Design affine_mv_seq, sky130hd; sources not shown.
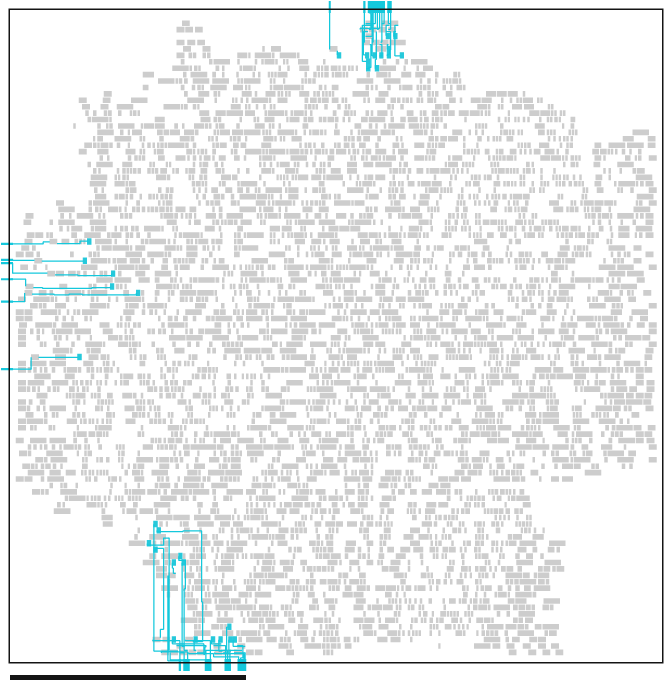
(I/O nets highlighted)
Bar = 100 um.
| color | port | direction | edge | end cells | wire |
|---|---|---|---|---|---|
| cyan | CPMV_0 | input | 14 bottom, 12 top, 6 left | 32 | 1130 um |
Port Buffers: 167
Ports: 169

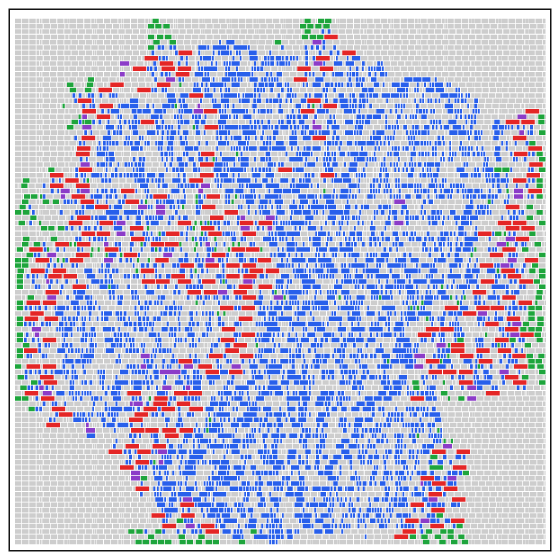
(cell classes on the final placement)
Fill, decap, tap and diode cells in gray.
| color | class | cells |
|---|---|---|
| red | flops | 239 |
| green | other buffers and delay cells | 266 |
| purple | clock drivers and dummy loads | 82 |
| blue | combinational and other logic | 3808 |
core area: 73200 um^2
post-layout util: 42.8%
fraction of area in registers: 15.3%
final instance area: 31300 um^2

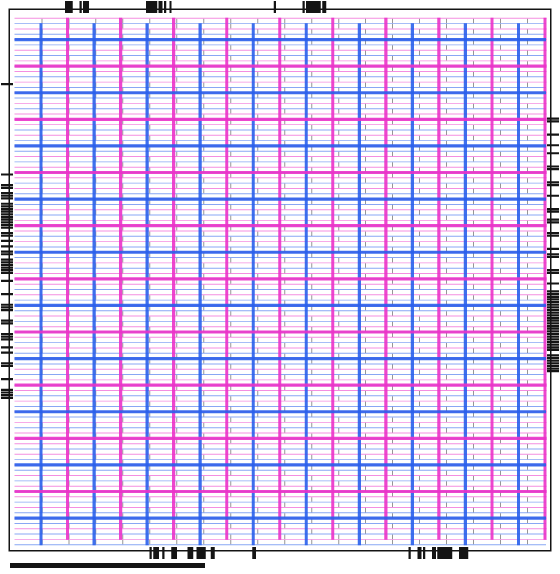
(PDN straps and rails)
Bar = 100 um. Pins as bars on the die edge. Tap cells in gray.
| color | net |
|---|---|
| magenta | VDD |
| blue | VSS |
met1 rails: 100
met4 straps: 20
met5 straps: 19
tap cells: 959
signal pins: 169
Die Ht: 276 um
die width: 276 um

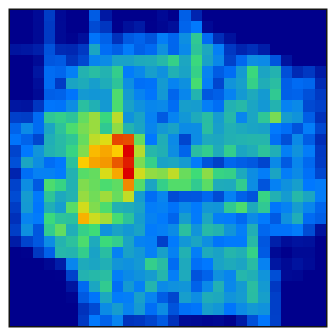
(wiring heat map)
28 x 28 tiles, from dark blue (low) to red (high), scaled to the fullest tile. Values are wire area over tile area, all layers added.
fullest tile: 0.71
tiles over half the peak: 8.7%
nearly empty tiles: 16%
mean over tiles: 0.19
via count: 26159
GRT Resource Usage Total: 22.6%
routed len/inst: 16.3 um
Routed WL: 87100 um

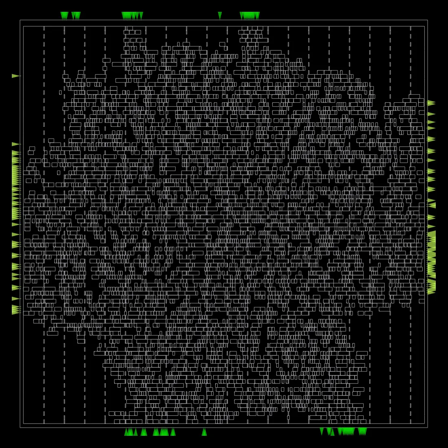
(placed standard cells)
n_taps: 959
Final Non-Filler Cells: 5356
Filler cells: 7874

==> results.yml <==
# yosys + openroad results
yosys:
  synth.distinct_cells: 57
  top_area_cell: "ha_1"
  edf_count: 0
  synth_chip_area_um2: 27400
  synthXorXnorAreaFrac_pct: 5.00
  topCellsByArea: "ha_1 19%, dfxtp_1 17%, inv_1 13%, nand2_1 11%, a21oi_1 6.9%"
  ys_cells: 4146
  synthArstFlopShare_pct: 0
worst_setup_path:
  crit_buf_inv: 10
  path_class: "reg2reg"
  slowest_delay_ns: 0.76
  start_kind: "flip-flop"
  reg2reg_slack_ns: 3.87
  path_max_fanout: 10
placed_design:
  dpl_cell_area_um2: 30300
clock_tree:
  numClockSinks: 239
  numCtsBuffers: 47
  cts_tree: "yes"
  cts_max_level: 2
  ctsResizeCount: 0
  cts_setup_buffers: 0
job:
  tool_warnings: 32
pwr:
  p_comb_share_pct: 55.5
  swShare_pct: 48.2
  maxPowerGroup: "combinational logic"
  p_switching_w: 0.00188
  ir_drop_mv: 0.0868
  powerComb_w: 0.00217
  pwr-share-seq_pct: 23.3
  seq_power_w: 0.000913
global_routing:
  grt.busiest_layer: "met2"
  grt_overflow: 0
  met3_usage_pct: 3.66
  grt_pass1_vias: 24925
  antenna_found_initial: 7
  grt_pass1_wl_um: 136000
routing:
  drc: 0
  vias_per_cell: 4.88
  wl_met1_um: 40700
sta:
  fin_ws_ns: 3.87
  slew_headroom_pct: 23.8
  finClkSkew_ns: 0.0375
  timing.final.crit_share_pct: 70.6
min_path:
  holdPathStages: 2
cells_and_area:
  largest_reg_flops: 19
  clkbuf_count: 71
  most-common-layout-cells: "958 x inv_1, 824 x nand2_1, 423 x ha_1"
  comb-cell-share_pct: 59.3
  top_area_cell_class: "combinational gates"
  lay_top_count: "inv_1"
status:
  status: "complete, no violations"
==> worst reg2reg max path: cells and delay by family, from the launching register on <==
family / cells / cell delay (ns)
DFF: 1 / 0.35
buffers and inverters: 10 / 2.06
xor gates and xnor gates: 1 / 0.21
and+or+nand+nor: 17 / 1.85
adders and majority gates: 8 / 2.62
AOI/OAI and AO/OA: 9 / 2.09
==> Yosys cell counts, types with 9 or more instances <==
cell type and n:
o21bai_1 23, xor2_1 98, a21boi_0 12, nor4_1 9, a31oi_1 27, dfxtp_1 239
nand3b_1 10, nor2_2 17, clkbuf_1 86, o21ai_0 311, nand3_1 121, a211oi_1 9
nor2_1 218, inv_1 958, a21oi_2 23, ha_1 423, nand4_1 38, a21o_1 17
inv_2 12, nor3_1 23, nand2_1 824, nand2_2 21, o211ai_1 35, fa_1 78
xnor2_1 53, a21oi_1 378
Power and IR drop assume default switching activity.
